**src/rtl/lsu_lq_rr_pkg.sv**
```systemverilog
`default_nettype none
// ============================================================================
// Module  : lsu_lq_rr_pkg
// Brief   : Shared types and helpers for the load queue.
// Revision: 1.0
// ============================================================================
package lsu_lq_rr_pkg;

    localparam int LQ_DEPTH_DEFAULT = 8;

    typedef enum logic [3:0] {
        LSU_FUNC_LB  = 4'd0,
        LSU_FUNC_LH  = 4'd1,
        LSU_FUNC_LW  = 4'd2,
        LSU_FUNC_LBU = 4'd3,
        LSU_FUNC_LHU = 4'd4,
        LSU_FUNC_SB  = 4'd5,
        LSU_FUNC_SH  = 4'd6,
        LSU_FUNC_SW  = 4'd7
    } lsu_func_t;

    typedef struct packed {
        logic needs_replay;
        logic replay_rdy;
        logic retry;
        logic missp;
    } lq_slot_t;

    function automatic logic [2:0] lsu_size(input lsu_func_t func);
        case (func)
            LSU_FUNC_LB, LSU_FUNC_LBU, LSU_FUNC_SB: lsu_size = 3'd1;
            LSU_FUNC_LH, LSU_FUNC_LHU, LSU_FUNC_SH: lsu_size = 3'd2;
            default:                                lsu_size = 3'd4;
        endcase
    endfunction

endpackage
`default_nettype wire

```
**src/rtl/lsu_lq_rr_arbiter.sv**
```systemverilog
`default_nettype none
// ============================================================================
// Module  : lsu_lq_rr_arbiter
// Brief   : Round-robin pick of the first request at or after the pointer.
// Revision: 1.0
// ============================================================================
module lsu_lq_rr_arbiter #(
    parameter int N     = 8,
    parameter int IDX_W = $clog2(N)
) (
    input  logic [N-1:0]     req,
    input  logic [IDX_W-1:0] ptr,
    output logic [N-1:0]     grant_oh,
    output logic [IDX_W-1:0] grant_idx,
    output logic             grant_valid
);

    logic [IDX_W-1:0] w_idx;

    // N is a power of two, so pointer arithmetic wraps for free
    always_comb begin
        grant_oh    = '0;
        grant_idx   = '0;
        grant_valid = 1'b0;
        w_idx       = '0;
        for (int k = 0; k < N; k++) begin
            w_idx = ptr + IDX_W'(k);
            if (!grant_valid && req[w_idx]) begin
                grant_valid     = 1'b1;
                grant_idx       = w_idx;
                grant_oh[w_idx] = 1'b1;
            end
        end
    end

endmodule
`default_nettype wire

```
**src/rtl/lsu_lq_rr.sv**
```systemverilog
`default_nettype none
// ============================================================================
// Module  : lsu_lq_rr
// Brief   : Load queue with miss replay (round-robin) and store-overlap check.
// Revision: 1.0
// ============================================================================
module lsu_lq_rr
    import lsu_lq_rr_pkg::*;
#(
    parameter int LQ_DEPTH      = LQ_DEPTH_DEFAULT,
    parameter int ADDR_WIDTH    = 32,
    parameter int ROB_TAG_WIDTH = 6,
    parameter int MHQ_TAG_WIDTH = 2
) (
    input  logic                     clk,
    input  logic                     rst,
    input  logic                     i_flush,
    output logic                     o_full,
    input  logic                     i_alloc_en,
    input  logic [ROB_TAG_WIDTH-1:0] i_alloc_tag,
    input  logic [ADDR_WIDTH-1:0]    i_alloc_addr,
    input  lsu_func_t                i_alloc_lsu_func,
    input  logic                     i_replay_stall,
    output logic                     o_replay_en,
    output logic [ROB_TAG_WIDTH-1:0] o_replay_tag,
    output logic [ADDR_WIDTH-1:0]    o_replay_addr,
    output lsu_func_t                o_replay_lsu_func,
    input  logic                     i_update_en,
    input  logic [ROB_TAG_WIDTH-1:0] i_update_tag,
    input  logic                     i_update_retry,
    input  logic [MHQ_TAG_WIDTH-1:0] i_update_mhq_tag,
    input  logic                     i_mhq_fill,
    input  logic [MHQ_TAG_WIDTH-1:0] i_mhq_fill_tag,
    input  logic                     i_sq_retire_en,
    input  logic [ADDR_WIDTH-1:0]    i_sq_retire_addr,
    input  lsu_func_t                i_sq_retire_lsu_func,
    input  logic                     i_rob_retire_en,
    input  logic [ROB_TAG_WIDTH-1:0] i_rob_retire_tag,
    output logic                     o_rob_retire_misspeculated
);

    localparam int LQ_IDX_WIDTH = $clog2(LQ_DEPTH);

    logic [LQ_DEPTH-1:0]      r_valid;
    logic [ADDR_WIDTH-1:0]    r_addr    [LQ_DEPTH];
    logic [ROB_TAG_WIDTH-1:0] r_tag     [LQ_DEPTH];
    lsu_func_t                r_func    [LQ_DEPTH];
    lq_slot_t                 r_slot    [LQ_DEPTH];
    logic [MHQ_TAG_WIDTH-1:0] r_mhq_tag [LQ_DEPTH];
    logic [LQ_IDX_WIDTH-1:0]  r_rr_ptr;

    logic [LQ_DEPTH-1:0]      w_free;
    logic [LQ_DEPTH-1:0]      w_alloc_sel;
    logic                     w_alloc_fire;
    logic [LQ_DEPTH-1:0]      w_retire_match;
    logic [LQ_DEPTH-1:0]      w_update_match;
    logic [LQ_DEPTH-1:0]      w_fill_wake;
    logic [LQ_DEPTH-1:0]      w_overlap;
    logic [LQ_DEPTH-1:0]      w_mark;
    logic [LQ_DEPTH-1:0]      w_missp_term;
    logic [LQ_DEPTH-1:0]      w_cand;
    logic [LQ_DEPTH-1:0]      w_grant_oh;
    logic [LQ_DEPTH-1:0]      w_grant_fire;
    logic [LQ_IDX_WIDTH-1:0]  w_grant_idx;
    logic                     w_grant_valid;
    logic                     w_update_wake;
    logic [ADDR_WIDTH:0]      w_st_start;
    logic [ADDR_WIDTH:0]      w_st_end;

    assign w_free       = ~r_valid;
    // Isolate the lowest set bit: lowest-index free entry
    assign w_alloc_sel  = w_free & (~w_free + {{(LQ_DEPTH-1){1'b0}}, 1'b1});
    assign o_full       = ~|w_free;
    assign w_alloc_fire = i_alloc_en & ~o_full;

    // An extra top bit keeps the exclusive end from wrapping at the top of memory
    assign w_st_start = {1'b0, i_sq_retire_addr};
    assign w_st_end   = w_st_start + {{(ADDR_WIDTH-2){1'b0}}, lsu_size(i_sq_retire_lsu_func)};

    // A fill arriving alongside the miss report would otherwise never be seen
    assign w_update_wake = i_mhq_fill & (i_update_retry | (i_mhq_fill_tag == i_update_mhq_tag));

    generate
        for (genvar i = 0; i < LQ_DEPTH; i++) begin : g_entry
            logic [ADDR_WIDTH:0] w_ld_start;
            logic [ADDR_WIDTH:0] w_ld_end;

            assign w_ld_start = {1'b0, r_addr[i]};
            assign w_ld_end   = w_ld_start + {{(ADDR_WIDTH-2){1'b0}}, lsu_size(r_func[i])};
            assign w_overlap[i] = (w_ld_start < w_st_end) && (w_st_start < w_ld_end);

            assign w_retire_match[i] = i_rob_retire_en & r_valid[i] & (r_tag[i] == i_rob_retire_tag);
            assign w_update_match[i] = i_update_en & r_valid[i] & (r_tag[i] == i_update_tag);
            assign w_fill_wake[i]    = i_mhq_fill & r_slot[i].needs_replay &
                                       (r_slot[i].retry | (i_mhq_fill_tag == r_mhq_tag[i]));
            assign w_mark[i]         = i_sq_retire_en & r_valid[i] & ~r_slot[i].needs_replay & w_overlap[i];
            assign w_missp_term[i]   = w_retire_match[i] &
                                       (r_slot[i].missp | (i_sq_retire_en & w_overlap[i]));
            assign w_cand[i]         = r_valid[i] & r_slot[i].replay_rdy & ~w_retire_match[i];
        end
    endgenerate

    assign o_rob_retire_misspeculated = |w_missp_term;

    lsu_lq_rr_arbiter #(
        .N     (LQ_DEPTH),
        .IDX_W (LQ_IDX_WIDTH)
    ) u_arbiter (
        .req         (w_cand),
        .ptr         (r_rr_ptr),
        .grant_oh    (w_grant_oh),
        .grant_idx   (w_grant_idx),
        .grant_valid (w_grant_valid)
    );

    assign o_replay_en       = w_grant_valid & ~i_replay_stall;
    assign w_grant_fire      = w_grant_oh & {LQ_DEPTH{o_replay_en}};
    assign o_replay_tag      = r_tag[w_grant_idx];
    assign o_replay_addr     = r_addr[w_grant_idx];
    assign o_replay_lsu_func = r_func[w_grant_idx];

    always_ff @(posedge clk) begin
        for (int i = 0; i < LQ_DEPTH; i++) begin
            if (rst || i_flush) begin
                r_valid[i] <= 1'b0;
                r_slot[i]  <= '0;
            end else if (w_retire_match[i]) begin
                r_valid[i] <= 1'b0;
            end else if (w_alloc_fire && w_alloc_sel[i]) begin
                r_valid[i] <= 1'b1;
                r_addr[i]  <= i_alloc_addr;
                r_tag[i]   <= i_alloc_tag;
                r_func[i]  <= i_alloc_lsu_func;
                r_slot[i]  <= '0;
            end else if (w_update_match[i]) begin
                r_slot[i].needs_replay <= 1'b1;
                r_slot[i].retry        <= i_update_retry;
                r_slot[i].replay_rdy   <= w_update_wake;
                r_slot[i].missp        <= 1'b0;
                r_mhq_tag[i]           <= i_update_mhq_tag;
            end else begin
                if (w_fill_wake[i]) begin
                    r_slot[i].replay_rdy <= 1'b1;
                end
                if (w_mark[i]) begin
                    r_slot[i].missp <= 1'b1;
                end
                // A granted entry leaves the replay pool even if a fill lands now
                if (w_grant_fire[i]) begin
                    r_slot[i].needs_replay <= 1'b0;
                    r_slot[i].replay_rdy   <= 1'b0;
                end
            end
        end
    end

    always_ff @(posedge clk) begin
        if (rst || i_flush) begin
            r_rr_ptr <= '0;
        end else if (o_replay_en) begin
            r_rr_ptr <= w_grant_idx + LQ_IDX_WIDTH'(1);
        end
    end

endmodule
`default_nettype wire

```
**config.mk**
```make
export PLATFORM = sky130hd
export DESIGN_NAME = lsu_lq_rr
export DESIGN_NICKNAME = d
export VERILOG_FILES = /design/src/rtl/lsu_lq_rr_pkg.sv /design/src/rtl/lsu_lq_rr_arbiter.sv /design/src/rtl/lsu_lq_rr.sv
export SDC_FILE = /design/constraint.sdc
export NUM_CORES = 1
export LEC_CHECK = 0
export ABC_AREA = 1
export CAP_MARGIN = 30
export CORE_MARGIN = 2
export CORE_UTILIZATION = 50
export DETAILED_ROUTE_END_ITERATION = 6
export MAX_ROUTING_LAYER = met4
export PLACE_DENSITY = 0.7
export SLEW_MARGIN = 10
export SYNTH_ARGS = -nofsm -noshare
export SYNTH_HDL_FRONTEND = slang
export SYNTH_HIERARCHICAL = 1
export SYNTH_SLANG_ARGS = --single-unit
```
**constraint.sdc**
```tcl
create_clock -name clk -period 5.9 [get_ports clk]
set_input_delay 0.885 -clock clk [delete_from_list [all_inputs] [get_ports clk]]
set_output_delay 0.885 -clock clk [all_outputs]
set_load 0.05 [all_outputs]
```
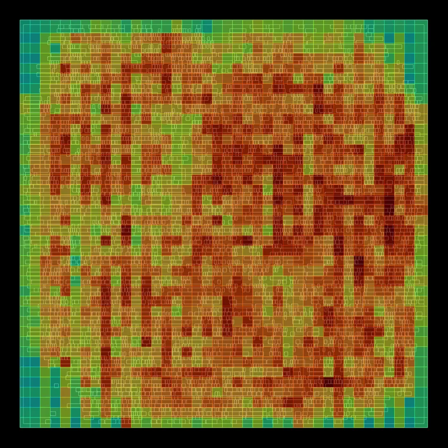
(images/congestion.png)
most crowded layer after global routing: met2
met1 usage: 0.489
met2 Resource Use GR: 0.599
Core Util, Final: 0.639

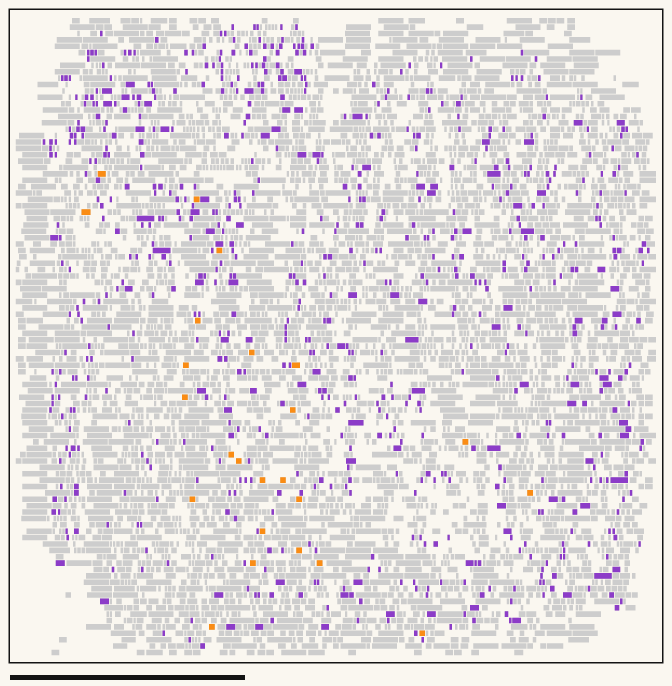
(images/logic_types.png)
Bar = 100 µm.
- purple: NOR gates (cells 730; most used nor2_1; where widely spread)
- orange: AND-OR and OR-AND gates (cells 24; most used o21a_1)

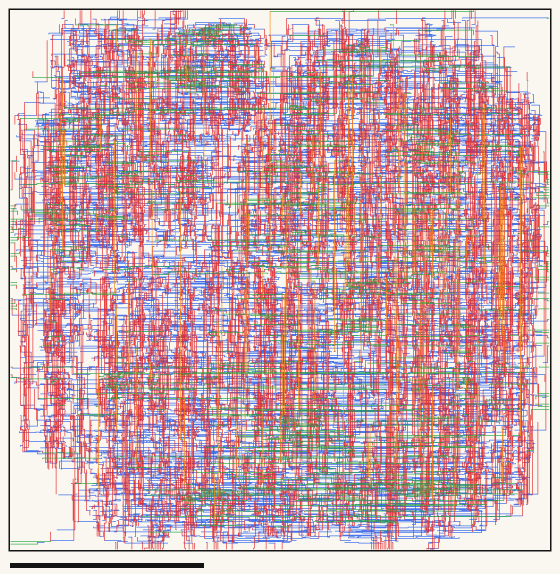
(images/wires.png)
Bar = 100 µm.
- orange: metal 4 (wire length 7440 µm)
- blue: metal 1 (wire length 59.8 mm)
- green: metal 3 (wire length 13400 µm)
- red: metal 2 (wire length 66.2 mm)

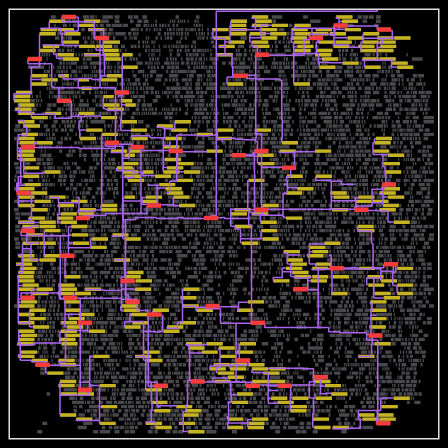
(images/clk_routes.png)
- red: clock drivers (count 47)
- yellow: flip-flops (count 395)
- purple: clock wires (length 6060 µm)
- flops lie: widely spread
- routed clock nets: 48

==> results.txt <==
impl run done, here's what came out: status=finished, violations left, failing checks=setup timing, CP Data Required Time=5.02 ns, top layer in use=met4, sequential fraction of design power=0.183, crit path time final=6.80 ns, yosys warns=6, switch share=0.459, worst vdd ir=0.718 mV, vias in the first global route=36000, Synth top cell by count=nand2_1, max reg flops=256, Clock power frac=0.172, drt drc=0, combinational group share of total power=0.645, critical path peak fanout=4, WL met3=13.4 mm, Worst Skew=0.0320 ns, Leak=20.7 nW, largest register by flop count=r_addr, r2r startpoint=r_func[0][1], Final setup viols=1, max-cap viol count=0, via count=37700, Buffers excl. clock=739, PnR Total Power=17.1 mW, Pre-antenna DRT Iters=6, fraction of layout instances using a drive strength above 1=0.196, Hold Violations, Final=0, seq_cells=395, Comb gate area=24300 µm², fin. max-slew vios=0, TritonCTS clock tree=built, 1st-iter DRT viols=4242, CP arrival=5.92 ns, pwr dens=361 nW/µm², f_max=147 MHz, CTS clock-pin slew for the worst setup and hold paths=0.06 ns, crit-path most repeated cell=nor2_4, sequential share of cell area=0.248, largest net degree at the start of global routing=43, Core ar.=74300 µm², mux share=0, FF+latch area=11800 µm², Gate Count Post-Synth=4724, pre-CTS setup slack=-1.14 ns, Std-Cell Rows=100, Cell Type Count=71, cell type with the largest total area=edfxtp_1, CP max-delay cell=edfxtp_1, Comb/total area=0.513, IO Port Bufs=148, top cells, area=edfxtp_1 31%, ha_1 17%, nand2_1 8.5%, syn avg cell area=7.94 µm², Die ar.=77200 µm², Syn-to-layout area delta=26.5%, final cell count without fillers=6410, dominant logic cell type in the layout=nand2_1, H-tree depth=2, area of the mapped netlist=37500 µm², Final Cell Area=47500 µm², TAP cells=969, Multi-In Gates=3690, DP Cell Count=6281, Synth async-reset ratio=0, Ports=149, Main power group=combinational cells, initial antenna violation count=1, CP delay by family, top=simple AND/OR/NAND/NOR gates, DRT antenna net count=0, Met2 Routed Length=66.2 mm, GPL Wtd Cong=1.03, antenna cells=0, Setup crit end=o_rob_retire_misspeculated, Main logic family=simple AND/OR/NAND/NOR gates, Top Registers=r_addr (256), r_tag (48), met3 GRT Util=0.0609, critical path startpoint=r_func[0][1], fin worst setup slack=-0.901 ns, Synth Register Bits=395, number of standard cells reported by yosys=4724, total CTS buffers=47, Post-Synthesis Net Count=5359, Setup Fix Bufs, Post-CTS=17
Power is estimated from default activity; no workload was simulated.
